## src/rtl/id_ex_pipe_reg.sv

```systemverilog
// Decode-to-execute pipeline register with load-use hazard detection, bubble insertion and
// writeback refresh of held operands. Optional performance counters: define ID_EX_PERF_CNT_EN.
module id_ex_pipe_reg #(
    parameter int DATA_W   = 16,
    parameter int REG_ID_W = 4,
    parameter int CTRL_W   = 8
) (
    input  logic                clk,
    input  logic                rst,
    input  logic                stall_in,
    input  logic                flush,
    input  logic                id_valid,
    input  logic [DATA_W-1:0]   id_pc,
    input  logic [REG_ID_W-1:0] id_rs,
    input  logic [REG_ID_W-1:0] id_rt,
    input  logic                id_uses_rs,
    input  logic                id_uses_rt,
    input  logic [REG_ID_W-1:0] id_rd,
    input  logic [DATA_W-1:0]   id_src1,
    input  logic [DATA_W-1:0]   id_src2,
    input  logic [DATA_W-1:0]   id_imm,
    input  logic                id_mem_read,
    input  logic                id_reg_write,
    input  logic [CTRL_W-1:0]   id_ctrl,
    input  logic                wb_write,
    input  logic [REG_ID_W-1:0] wb_rd,
    input  logic [DATA_W-1:0]   wb_data,
    output logic                hazard_stall,
    output logic                ex_valid,
    output logic [DATA_W-1:0]   ex_pc,
    output logic [REG_ID_W-1:0] ex_rs,
    output logic [REG_ID_W-1:0] ex_rt,
    output logic [REG_ID_W-1:0] ex_rd,
    output logic [DATA_W-1:0]   ex_src1,
    output logic [DATA_W-1:0]   ex_src2,
    output logic [DATA_W-1:0]   ex_imm,
    output logic                ex_mem_read,
    output logic                ex_reg_write,
    output logic [CTRL_W-1:0]   ex_ctrl
`ifdef ID_EX_PERF_CNT_EN
    ,
    output logic [15:0]         perf_bubbles,
    output logic [15:0]         perf_stalls
`endif
);

    logic                valid_q,     valid_d;
    logic [DATA_W-1:0]   pc_q,        pc_d;
    logic [REG_ID_W-1:0] rs_q,        rs_d;
    logic [REG_ID_W-1:0] rt_q,        rt_d;
    logic [REG_ID_W-1:0] rd_q,        rd_d;
    logic [DATA_W-1:0]   imm_q,       imm_d;
    logic                mem_read_q,  mem_read_d;
    logic                reg_write_q, reg_write_d;
    logic [CTRL_W-1:0]   ctrl_q,      ctrl_d;
    logic [DATA_W-1:0]   src_q [2];
    logic [DATA_W-1:0]   src_d [2];

    logic [DATA_W-1:0]   id_src    [2];
    logic [REG_ID_W-1:0] src_id_q  [2];
    logic [1:0]          refresh_hit;

    logic rs_hit, rt_hit;
    logic take_stall, take_bubble, take_capture;
    logic wb_live;

    // Register 0 is hardwired, so a load targeting it can never create a dependency.
    assign rs_hit = id_uses_rs && (rd_q == id_rs);
    assign rt_hit = id_uses_rt && (rd_q == id_rt);
    assign hazard_stall = valid_q && mem_read_q && id_valid &&
                          (rd_q != '0) && (rs_hit || rt_hit);

    assign take_stall   = !flush && stall_in;
    assign take_bubble  = !flush && !stall_in && hazard_stall;
    assign take_capture = !flush && !stall_in && !hazard_stall;

    assign wb_live = take_stall && valid_q && wb_write && (wb_rd != '0);

    assign id_src[0]   = id_src1;
    assign id_src[1]   = id_src2;
    assign src_id_q[0] = rs_q;
    assign src_id_q[1] = rt_q;

    // Each held operand independently tracks writes to its own source register.
    generate
        for (genvar gi = 0; gi < 2; gi++) begin : g_operand
            assign refresh_hit[gi] = wb_live && (wb_rd == src_id_q[gi]);
            assign src_d[gi] = take_capture     ? id_src[gi] :
                               refresh_hit[gi]  ? wb_data    :
                                                  src_q[gi];
        end
    endgenerate

    always_comb begin
        valid_d     = valid_q;
        pc_d        = pc_q;
        rs_d        = rs_q;
        rt_d        = rt_q;
        rd_d        = rd_q;
        imm_d       = imm_q;
        mem_read_d  = mem_read_q;
        reg_write_d = reg_write_q;
        ctrl_d      = ctrl_q;
        if (flush || take_bubble) begin
            valid_d     = 1'b0;
            mem_read_d  = 1'b0;
            reg_write_d = 1'b0;
            ctrl_d      = '0;
        end else if (take_capture) begin
            valid_d     = id_valid;
            pc_d        = id_pc;
            rs_d        = id_rs;
            rt_d        = id_rt;
            rd_d        = id_rd;
            imm_d       = id_imm;
            mem_read_d  = id_mem_read;
            reg_write_d = id_reg_write;
            ctrl_d      = id_ctrl;
            // An empty decode slot must not leak side-effecting control downstream.
            if (!id_valid) begin
                mem_read_d  = 1'b0;
                reg_write_d = 1'b0;
                ctrl_d      = '0;
            end
        end
    end

    always_ff @(posedge clk or negedge rst) begin
        if (!rst) begin
            valid_q     <= 1'b0;
            pc_q        <= '0;
            rs_q        <= '0;
            rt_q        <= '0;
            rd_q        <= '0;
            imm_q       <= '0;
            mem_read_q  <= 1'b0;
            reg_write_q <= 1'b0;
            ctrl_q      <= '0;
            src_q[0]    <= '0;
            src_q[1]    <= '0;
        end else begin
            valid_q     <= valid_d;
            pc_q        <= pc_d;
            rs_q        <= rs_d;
            rt_q        <= rt_d;
            rd_q        <= rd_d;
            imm_q       <= imm_d;
            mem_read_q  <= mem_read_d;
            reg_write_q <= reg_write_d;
            ctrl_q      <= ctrl_d;
            src_q[0]    <= src_d[0];
            src_q[1]    <= src_d[1];
        end
    end

    assign ex_valid     = valid_q;
    assign ex_pc        = pc_q;
    assign ex_rs        = rs_q;
    assign ex_rt        = rt_q;
    assign ex_rd        = rd_q;
    assign ex_src1      = src_q[0];
    assign ex_src2      = src_q[1];
    assign ex_imm       = imm_q;
    assign ex_mem_read  = mem_read_q;
    assign ex_reg_write = reg_write_q;
    assign ex_ctrl      = ctrl_q;

`ifdef ID_EX_PERF_CNT_EN
    logic [15:0] bubbles_q, bubbles_d;
    logic [15:0] stalls_q,  stalls_d;

    always_comb begin
        bubbles_d = bubbles_q;
        stalls_d  = stalls_q;
        if (take_bubble && (bubbles_q != 16'hFFFF)) begin
            bubbles_d = bubbles_q + 16'd1;
        end
        if (take_stall && (stalls_q != 16'hFFFF)) begin
            stalls_d = stalls_q + 16'd1;
        end
    end

    always_ff @(posedge clk or negedge rst) begin
        if (!rst) begin
            bubbles_q <= '0;
            stalls_q  <= '0;
        end else begin
            bubbles_q <= bubbles_d;
            stalls_q  <= stalls_d;
        end
    end

    assign perf_bubbles = bubbles_q;
    assign perf_stalls  = stalls_q;
`endif

endmodule

```

## config.mk

```make
export PLATFORM = sky130hd
export DESIGN_NAME = id_ex_pipe_reg
export DESIGN_NICKNAME = d
export VERILOG_FILES = /design/src/rtl/id_ex_pipe_reg.sv
export SDC_FILE = /design/constraint.sdc
export NUM_CORES = 1
export LEC_CHECK = 0
export CORE_MARGIN = 3
export CORE_UTILIZATION = 41
export DETAILED_ROUTE_END_ITERATION = 10
export PLACE_DENSITY_LB_ADDON = 0.12
export SLEW_MARGIN = 20
export SYNTH_ARGS = -nofsm -noshare
export SYNTH_HDL_FRONTEND = slang
export SYNTH_SLANG_ARGS = --single-unit
```

## constraint.sdc

```tcl
create_clock -name clk -period 2.6 [get_ports clk]
set_input_delay 0.52 -clock clk [delete_from_list [all_inputs] [get_ports clk]]
set_output_delay 0.52 -clock clk [all_outputs]
set_load 0.01 [all_outputs]
```

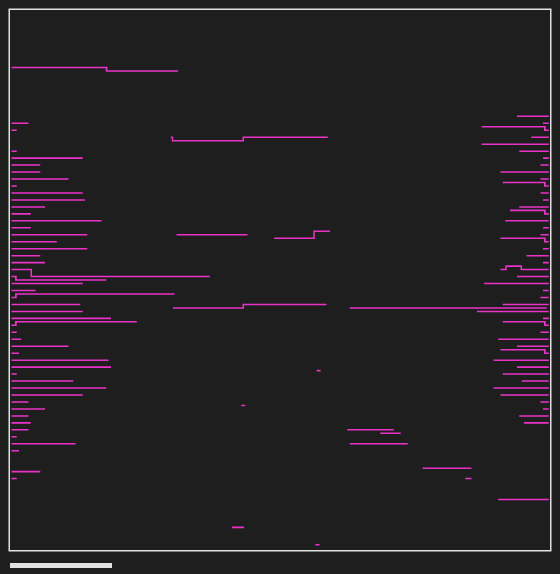
**Above:** run 1 (the metal 3 layer).
The bar under the picture is 20 um long.
main direction: horizontal
share of all routed wire: 8.6%
nets with wire on the layer: 102

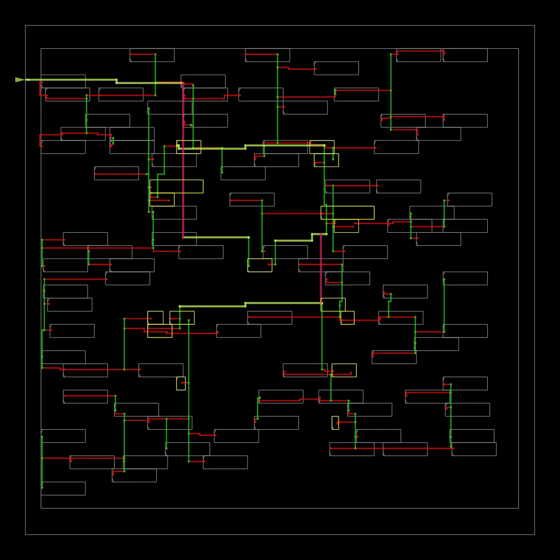
**Above:** run 1 (clock routing).
Post-Route Skew: 0.0175 ns
CTS buffer count: 9
Clock buffer cells: 11

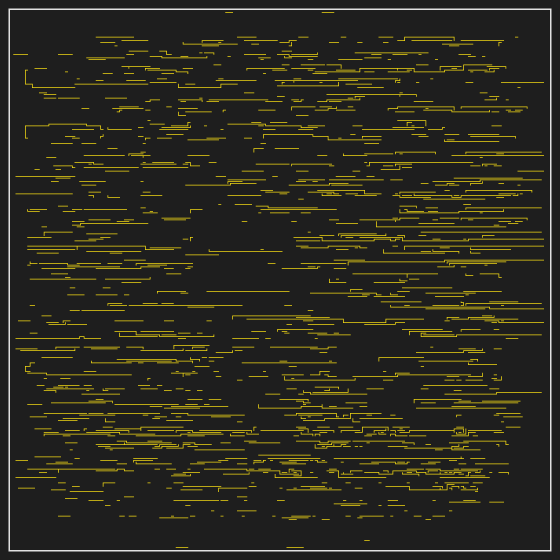
**Above:** run 1 (M1 wires).
longest straight run: 27.1 um
share of all routed wire: 40%
wire length on this layer: 4260 um
main direction: horizontal
nets with wire on the layer: 523
total wire length: 10.7 mm
met1 Resource Use GR: 0.241
via count: 3000

==> results.txt, run 1 <==
number of buffers added on ports = 201
row count = 35
Well Taps = 129
RSZ-0062 raised after global routing = false
WL met2 = 5.38 mm
Data buffer area share = 0.332
largest fanout on the critical path = 2
inverter count = 0
setup ws final = 0.230 ns
Post-CTS Setup Bufs = 0
Clk pin slew, worst setup/hold paths = 0.09 ns
FMAX = 422 MHz
initial antenna violation count = 0
placer's final routability congestion estimate = 0.815
total grt overflow = 0
Max-Cap Viols = 0
pwr/cell area = 583 nW/um^2
Fin. Hold Viols = 0
Max-area cell share = 0.537
Seq cells post-synth = 87
Slowest cell on crit path = clkdlybuf4s50_1
top cell category = registers
M3 GR Usage = 0.0741
worst path required time = 2.08 ns
Startpoint Class = primary input
Worst Tran Pin Value = 0.597 ns
Synth top cell by count = dfrtp_1
multi-input combinational gate total = 181
XOR/XNOR share of the synthesized area = 0.0346
crit path buf inv count = 2
fin crit period = 2.37 ns
most used routing layer = met2
Met1 Routed Length = 4.26 mm
crit-path max cell delay = 0.44 ns
post-route ant nets = 0
Tool Warnings = 26
# IOs = 202
Non-Filler Instances = 624
largest net degree at the start of global routing = 45
Max clock buf depth = 2
# Cells Yosys = 284
Largest Pwr Group = registers
CTS tree = done
DR top layer = met4
DRC = 0
post_cts resized = 3
clock network power = 1.06 mW
# diodes = 0
share of layout cells above drive strength 1 = 0.232
outcome = finished clean
Clock Power Share = 0.279
synthesized netlist net count = 398
TritonCTS Sinks = 87
flop share of the area = 0.335
WL/cell = 17.1 um
Worst VDD drop = 0.295 mV
Post-synth EDFFs = 0
Placed Cells = 608
vias in the first global route = 3282
Min-Delay Path Class = in2async
total power draw = 3.79 mW
H-tree levels = 3
Tcrit/Tclk final = 0.912
Commonest cells post-synth = dfrtp_1 (87), mux2_2 (58), mux2_4 (26)
Post-synth ARST share = 1.00
run 1: final timing paths:
path / from / end / slack [ns] / cells past startpoint
min in group clk: ex_pc[13] / ex_pc[13] / 0.49 / 1
worst max-delay path: id_rt[0] / hazard_stall / 0.23 / 6
worst max register to register: ex_rd[1] / ex_pc[8] / 0.51 / 7
worst min register to register: ex_pc[13] / ex_pc[13] / 0.49 / 1
max in group asynchronous: rst / ex_src2[6] / 1.78 / 2
worst min-delay path: rst / ex_ctrl[1] / 0.17 / 1
run 1: cells in the final DEF, fill, tap and decap left out, drive strengths merged, types with 3 or more instances in the layout:
cell type / instances
clkbuf: 11
buf: 11
a32oi: 8
nor4: 3
mux2: 108
a21oi: 3
xor2: 12
clkdlybuf4s50: 198
dfrtp: 87
nand4: 6
nand2: 12
xnor2: 4
nor2: 19
--- run 2 (diff from run 1) ---
--- a/config.mk
+++ b/config.mk
@@ -5,11 +5,9 @@
 export SDC_FILE = /design/constraint.sdc
 export NUM_CORES = 1
 export LEC_CHECK = 0
-export CORE_MARGIN = 3
 export CORE_UTILIZATION = 41
 export DETAILED_ROUTE_END_ITERATION = 10
 export PLACE_DENSITY_LB_ADDON = 0.12
-export SLEW_MARGIN = 20
 export SYNTH_ARGS = -nofsm -noshare
 export SYNTH_HDL_FRONTEND = slang
 export SYNTH_SLANG_ARGS = --single-unit
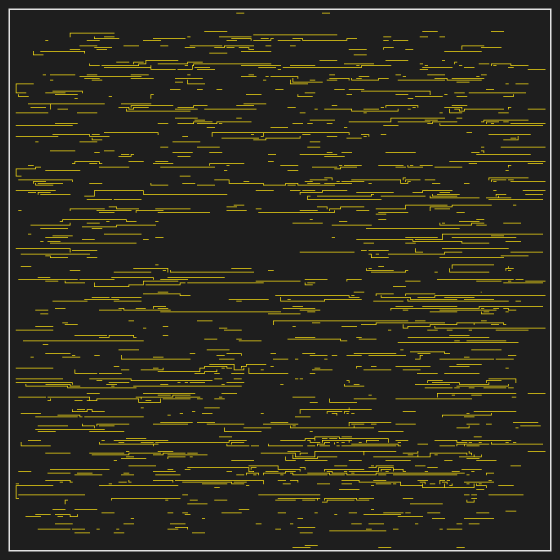
**Above:** run 2 (M1 wires).
main direction: horizontal
share of all routed wire: 41%
longest straight run: 25.8 um
wire length on this layer: 4200 um

==> run 2 against run 1 <==
- first-iteration DRC count is 12% lower
- highest routed layer unchanged
- largest cell class is now buffers
- sequential power hardly changed
- fmax is 0.33% lower
- die area is 7.4% lower
- critical path type unchanged
==> results.txt, run 2 <==
outcome = finished clean (unchanged)
Largest Pwr Group = registers (unchanged)
Seq cells post-synth = 87 (unchanged)
Max-Cap Viols = 0 (unchanged)
Comb/total area = 0.276 (was 0.274)
clock network area share = 0.0237 (was 0.0343)
cell area after layout = 6450 um^2 (was 6500 um^2)
WL/cell = 16.2 um (was 17.1 um)
Hold WS = 0.195 ns (was 0.170 ns)
Static Leak = 2.74 nW (was 2.76 nW)
FMAX = 420 MHz (was 422 MHz)
# nets final = 609 (was 604)
largest fanout on the critical path = 2 (unchanged)
Startpoint Class = primary input (unchanged)
yosys synthesis chip area = 4050 um^2 (unchanged)
post-route ant nets = 0 (unchanged)
Commonest cells post-synth = dfrtp_1 (87), mux2_2 (58), mux2_4 (26) (unchanged)
Fin. Hold Viols = 0 (unchanged)
Worst R2R Path Depth = 7 (unchanged)
chip area = 10300 um^2 (was 11100 um^2)
total power draw = 3.52 mW (was 3.79 mW)
Main synth FF type = dfrtp_1 (unchanged)
Cell Type Count = 23 (unchanged)
number of buffers added on ports = 201 (unchanged)
Post-synth EDFFs = 0 (unchanged)
Final Setup Violations = 0 (unchanged)
largest area contributor in the netlist = dfrtp_1 (unchanged)
CTS Root Cell = clkbuf_8 (unchanged)
Non-Filler Instances = 627 (was 624)
Flops = 87 (unchanged)
WS Path Type = in2out (unchanged)
CP arrival = 1.86 ns (was 1.85 ns)
Critical path destination = hazard_stall (unchanged)
flop share of the area = 0.337 (was 0.335)
row count = 35 (unchanged)
Register Area = 2180 um^2 (unchanged)
vias in the first global route = 3227 (was 3282)
synthesized netlist net count = 398 (unchanged)
die width = 101 um (was 105 um)
sequential fraction of the synthesis area = 0.537 (unchanged)
Tcrit/Tclk final = 0.915 (was 0.912)
Worst Tran Pin Value = 0.470 ns (was 0.597 ns)
Internal Pwr Total = 2.59 mW (was 2.82 mW)
Logic area = 1780 um^2 (unchanged)
Fillers = 705 (was 726)
synthesis-to-finish area growth = 59.2% (was 60.3%)
Max clock buf depth = 2 (unchanged)
DRC = 0 (unchanged)
Post-CTS Setup Bufs = 0 (unchanged)
Setup WS pre-CTS = -0.108 ns (was -0.117 ns)
H-tree levels = 3 (unchanged)
Synth Cell Area = 4050 um^2 (unchanged)
worst path required time = 2.08 ns (about the same)
sequential power share = 0.467 (was 0.434)
multi-input combinational gate total = 181 (unchanged)
synth warn = 0 (unchanged)
inverter count = 0 (unchanged)
Slowest cell on crit path = clkdlybuf4s50_1 (unchanged)
clock network power = 0.790 mW (was 1.06 mW)
GRT Total Usage = 0.202 (was 0.198)
1st-iter DRT viols = 60 (was 68)
most frequent cells in the layout = clkdlybuf4s50_1 (199), dfrtp_1 (87), mux2_2 (58) (was clkdlybuf4s50_1 (198), dfrtp_1 (87), mux2_2 (58))
critical path, cell by cell = clkdlybuf4s50_1, xor2_1, nor3_1, nand4_1, nand2_1, dlygate4sd2_1 (was clkdlybuf4s50_1, xor2_1, nor3_2, nand4_1, nand2_1, dlygate4sd2_1)
Commonest Layout Cell = clkdlybuf4s50_1 (unchanged)
final count of pins violating max slew = 0 (unchanged)
relative slew slack = 0.687 (was 0.602)
logic gate share of total power = 0.308 (was 0.287)
Die H = 101 um (was 105 um)
Clock buffer cells = 10 (was 11)
Crit. path cell count = 6 (unchanged)
pwr/cell area = 545 nW/um^2 (was 583 nW/um^2)
Clk pin slew, worst setup/hold paths = 0.09 ns (about the same)
core area = 9420 um^2 (unchanged)
CTS buffer count = 9 (unchanged)
first-pass GRT wire length = 15.7 mm (was 17.5 mm)
Comb group = 1.08 mW (was 1.09 mW)
largest net degree at the start of global routing = 88 (was 45)
Sw Share = 0.265 (was 0.255)
CTS tree = done (unchanged)
fin util = 0.685 (was 0.690)
Min-Delay Path Class = in2async (unchanged)
final setup TNS = 0 ns (unchanged)
Avg Cell Area, Syn = 14.3 um^2 (unchanged)
setup ws final = 0.222 ns (was 0.230 ns)
crit path buf inv count = 2 (unchanged)
RSZ-0062 raised after global routing = false (unchanged)
Worst VDD drop = 0.306 mV (was 0.295 mV)
# IOs = 202 (unchanged)
# diodes = 0 (unchanged)
Seq. pwr = 1.65 mW (was 1.64 mW)
Buffers, non-clock = 216 (was 211)
worst r2r src = ex_rd[0] (was ex_rd[1])
Initial DRT Pass Iterations = 4 (unchanged)
Well Taps = 129 (unchanged)
Crit. End Element = output pin (unchanged)
worst setup path startpoint = id_rs[0] (was id_rt[0])
Post-Route Skew = 0.0131 ns (was 0.0175 ns)
Max-area cell share = 0.537 (unchanged)
Clock Power Share = 0.225 (was 0.279)
Vias/cell = 4.90 (was 4.81)
placer's final routability congestion estimate = 0.823 (was 0.815)
Synth top cell by count = dfrtp_1 (unchanged)
Area after DPL = 6300 um^2 (was 6270 um^2)
CP delay by family, top = buffers and inverters (unchanged)
TritonCTS Sinks = 87 (unchanged)
share of layout cells above drive strength 1 = 0.237 (was 0.232)
worst reg2reg setup slack = 0.49 ns (was 0.51 ns)
Main area contributors = dfrtp_1 (54%), mux2_2 (16%), mux2_4 (9.6%) (unchanged)
Data buffer area share = 0.338 (was 0.332)
Initial Utilization = 0.430 (unchanged)
Post-synth ARST share = 1.00 (unchanged)
top cell category = buffers (was registers)
total grt overflow = 0 (unchanged)
fin crit period = 2.38 ns (was 2.37 ns)
Worst-Skew Late Latency = 0.34 ns (was 0.35 ns)
# Cells Yosys = 284 (unchanged)
initial antenna violation count = 0 (unchanged)
Placed Cells = 613 (was 608)
Reg2Reg Capture Point = ex_src1[4] (was ex_pc[8])
Tool Warnings = 26 (unchanged)
HPWL after detailed placement = 7.63 mm (was 8.11 mm)
crit-path max cell delay = 0.45 ns (was 0.44 ns)
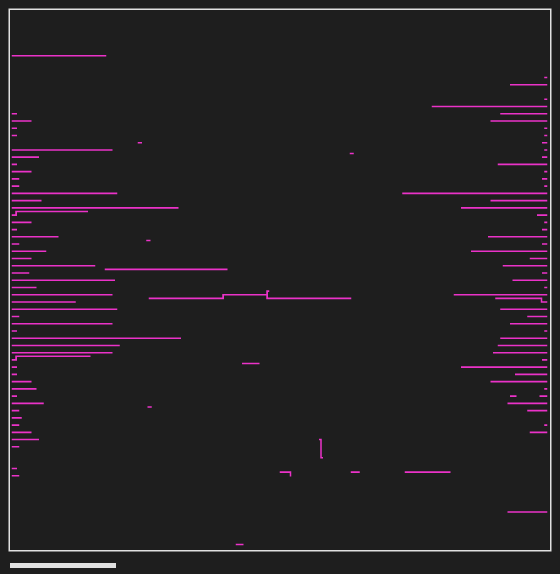
**Above:** run 2 (the metal 3 layer).
The bar under the picture is 20 um long.
main direction: horizontal
share of all routed wire: 7.4%
nets with wire on the layer: 104
via count: 3071
M3 GR Usage: 0.0621
total wire length: 10.2 mm

run 2: cell counts after synthesis:
Identical to the previous run, type by type.
run 2: kinds of logic after synthesis:
family,after synthesis,share of synthesized area
multiplexers,108,0.324
flip-flops,87,0.537
AND/OR/NAND/NOR,46,0.0550
XOR/XNOR,16,0.0346
buffers and inverters,16,0.0281
AND-OR/OR-AND,11,0.0210
run 2: timing repair:
action                                  CTS  global route
gates resized                             2             0
endpoints found under the setup margin    1             0
hold buffers                              0             0
hold endpoints to repair                  0             0
run 2: layer usage:
layer / global-route usage / part of all wire / wire length (um) / vias up
met5: 0 / 0 / 0 / -
met4: 0.0736 / 0.015 / 152 / 0
met3: 0.0621 / 0.073 / 747 / 10
met2: 0.336 / 0.50 / 5070 / 118
met1: 0.248 / 0.41 / 4200 / 1511
li1: - / - / - / 1432
--- run 3 (diff from run 2) ---
--- a/config.mk
+++ b/config.mk
@@ -6,6 +6,7 @@
 export NUM_CORES = 1
 export LEC_CHECK = 0
 export CORE_UTILIZATION = 41
+export CTS_CLUSTER_SIZE = 20
 export DETAILED_ROUTE_END_ITERATION = 10
 export PLACE_DENSITY_LB_ADDON = 0.12
 export SYNTH_ARGS = -nofsm -noshare
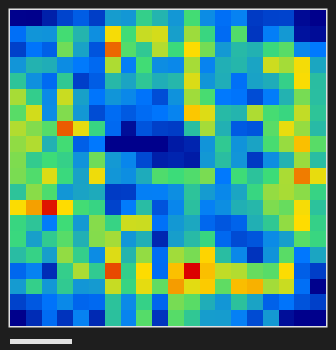
**Above:** run 3 (wiring heat map).
The bar under the picture is 20 um long. The die is cut into 20 by 20 equal tiles; dark blue is low, red is high, scaled to the fullest tile. Values are wire area over tile area, all layers added.
tiles over half the peak: 31%
emptiest ninth of the die: centre
nearly empty tiles: 2.8%
mean over tiles: 0.16
GRT Total Usage: 0.202
WL/cell: 16.2 um

==> run 3 against run 2 <==
- clock skew unchanged
- synthesized area stayed put
- sequential share of layout area did not move
- fmax unchanged
- first-iteration DRC count unchanged
- final area is the same
- sequential power barely moved
- register-to-register slack about the same
- cell count unchanged
- clock power barely moved
- largest cell class unchanged
- highest routed layer unchanged
==> results.txt, run 3 <==
synthesized netlist net count = 398 (unchanged)
total power draw = 3.52 mW (unchanged)
worst setup path startpoint = id_rs[0] (unchanged)
placer's final routability congestion estimate = 0.823 (unchanged)
Tool Warnings = 26 (unchanged)
CP delay by family, top = buffers and inverters (unchanged)
Main synth FF type = dfrtp_1 (unchanged)
Worst VDD drop = 0.306 mV (unchanged)
worst r2r src = ex_rd[0] (unchanged)
Die H = 101 um (unchanged)
outcome = finished clean (unchanged)
Post-synth EDFFs = 0 (unchanged)
HPWL after detailed placement = 7.63 mm (unchanged)
met3 WL = 747 um (unchanged)
post_cts resized = 2 (unchanged)
Fin. Hold Viols = 0 (unchanged)
pwr/cell area = 545 nW/um^2 (unchanged)
# IOs = 202 (unchanged)
Hold WS = 0.195 ns (unchanged)
total wire length = 10.2 mm (unchanged)
Clock Power Share = 0.225 (about the same)
Crit. path cell count = 6 (unchanged)
CP arrival = 1.86 ns (about the same)
sw power = 0.932 mW (unchanged)
Setup WS pre-CTS = -0.108 ns (unchanged)
fin crit period = 2.38 ns (unchanged)
total grt overflow = 0 (unchanged)
yosys synthesis chip area = 4050 um^2 (unchanged)
final count of pins violating max slew = 0 (unchanged)
Main area contributors = dfrtp_1 (54%), mux2_2 (16%), mux2_4 (9.6%) (unchanged)
Gate Count Post-Synth = 284 (unchanged)
Crit. End Element = output pin (unchanged)
Critical path destination = hazard_stall (unchanged)
H-tree levels = 3 (unchanged)
Initial Utilization = 0.430 (unchanged)
relative slew slack = 0.687 (unchanged)
post-route ant nets = 0 (unchanged)
most frequent cells in the layout = clkdlybuf4s50_1 (199), dfrtp_1 (87), mux2_2 (58) (unchanged)
worst path required time = 2.08 ns (about the same)
cell area after layout = 6450 um^2 (unchanged)
share of layout cells above drive strength 1 = 0.237 (unchanged)
crit path buf inv count = 2 (unchanged)
Vias/cell = 4.90 (unchanged)
Synth Cell Area = 4050 um^2 (unchanged)
Final Setup Violations = 0 (unchanged)
crit-path max cell delay = 0.45 ns (about the same)
sequential fraction of the synthesis area = 0.537 (unchanged)
Met1 Routed Length = 4.20 mm (unchanged)
# diodes = 0 (unchanged)
Post-CTS Setup Bufs = 0 (unchanged)
Worst Tran Pin Value = 0.470 ns (unchanged)
Commonest Layout Cell = clkdlybuf4s50_1 (unchanged)
synthesis-to-finish area growth = 59.2% (unchanged)
CTS Root Cell = clkbuf_8 (unchanged)
Cell Type Count = 23 (unchanged)
Internal Pwr Total = 2.59 mW (unchanged)
# nets final = 609 (unchanged)
Initial DRT Pass Iterations = 4 (unchanged)
fin util = 0.685 (unchanged)
DRC = 0 (unchanged)
die width = 101 um (unchanged)
RSZ-0062 raised after global routing = false (unchanged)
Slowest cell on crit path = clkdlybuf4s50_1 (unchanged)
setup ws final = 0.222 ns (unchanged)
Synth top cell by count = dfrtp_1 (unchanged)
first-pass GRT wire length = 15.7 mm (unchanged)
final setup TNS = 0 ns (unchanged)
Clk pin slew, worst setup/hold paths = 0.09 ns (about the same)
CTS buffer count = 9 (unchanged)
Non-Filler Instances = 627 (unchanged)
Static Leak = 2.74 nW (unchanged)
Worst R2R Path Depth = 7 (unchanged)
Largest Pwr Group = registers (unchanged)
Sw Share = 0.265 (unchanged)
Placed Cells = 613 (unchanged)
core area = 9420 um^2 (unchanged)
Seq. pwr = 1.65 mW (about the same)
Commonest cells post-synth = dfrtp_1 (87), mux2_2 (58), mux2_4 (26) (unchanged)
synth warn = 0 (unchanged)
via count = 3071 (unchanged)
Max clock buf depth = 2 (unchanged)
largest fanout on the critical path = 2 (unchanged)
sequential power share = 0.467 (about the same)
Startpoint Class = primary input (unchanged)
largest net degree at the start of global routing = 88 (unchanged)
critical path, cell by cell = clkdlybuf4s50_1, xor2_1, nor3_1, nand4_1, nand2_1, dlygate4sd2_1 (unchanged)
DR top layer = met4 (unchanged)
Tcrit/Tclk final = 0.915 (unchanged)
Min-Delay Path Class = in2async (unchanged)
Post-synth ARST share = 1.00 (unchanged)
Reg2Reg Capture Point = ex_src1[4] (unchanged)
logic gate share of total power = 0.308 (about the same)
number of buffers added on ports = 201 (unchanged)
vias in the first global route = 3227 (unchanged)
CTS tree = done (unchanged)
WL met2 = 5.07 mm (unchanged)
# Cells Yosys = 284 (unchanged)
Worst-Skew Late Latency = 0.34 ns (about the same)
row count = 35 (unchanged)
FMAX = 420 MHz (unchanged)
initial antenna violation count = 0 (unchanged)
WS Path Type = in2out (unchanged)
chip area = 10300 um^2 (unchanged)
Avg Cell Area, Syn = 14.3 um^2 (unchanged)
# hold bufs at CTS = 0 (unchanged)
Max-Cap Viols = 0 (unchanged)
Comb group = 1.08 mW (about the same)
Area after DPL = 6300 um^2 (unchanged)
Seq cells post-synth = 87 (unchanged)
largest area contributor in the netlist = dfrtp_1 (unchanged)
Max-area cell share = 0.537 (unchanged)
1st-iter DRT viols = 60 (unchanged)
worst reg2reg setup slack = 0.49 ns (about the same)
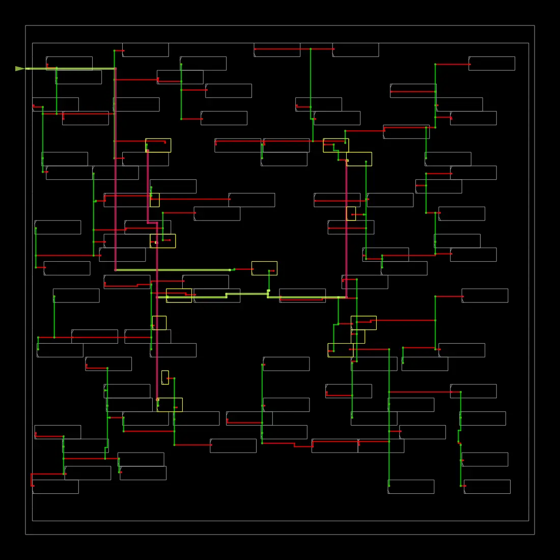
**Above:** run 3 (clock routing).
Post-Route Skew: 0.0131 ns
TritonCTS Sinks: 87
Flops: 87
clock network power: 0.790 mW

## run 3: cell counts in the layout (fill, tap and decap cells not counted)
Identical to the previous run, type by type.
## run 3: routing by layer
metal,up-vias,track usage
met5,-,0
met1,1511,0.248
met2,118,0.336
met3,10,0.0621
li1,1432,-
met4,0,0.0736
## run 3: cell families after synthesis
logic type / after synthesis / synth area share
flip-flops: 87 / 0.537
buffers and inverters: 16 / 0.0281
XOR/XNOR: 16 / 0.0346
AND-OR/OR-AND: 11 / 0.0210
multiplexers: 108 / 0.324
AND/OR/NAND/NOR: 46 / 0.0550
## run 3: cell type report
type / instances / area, um^2
Clock inverter: 4 / 25.0
Sequential cell: 87 / 2180
Fill cell: 705 / 2960
Timing Repair Buffer: 216 / 2180
Tap cell: 129 / 161
Clock buffer: 10 / 128
Multi-Input combinational cell: 181 / 1780
Power is estimated from default activity; no workload was simulated.
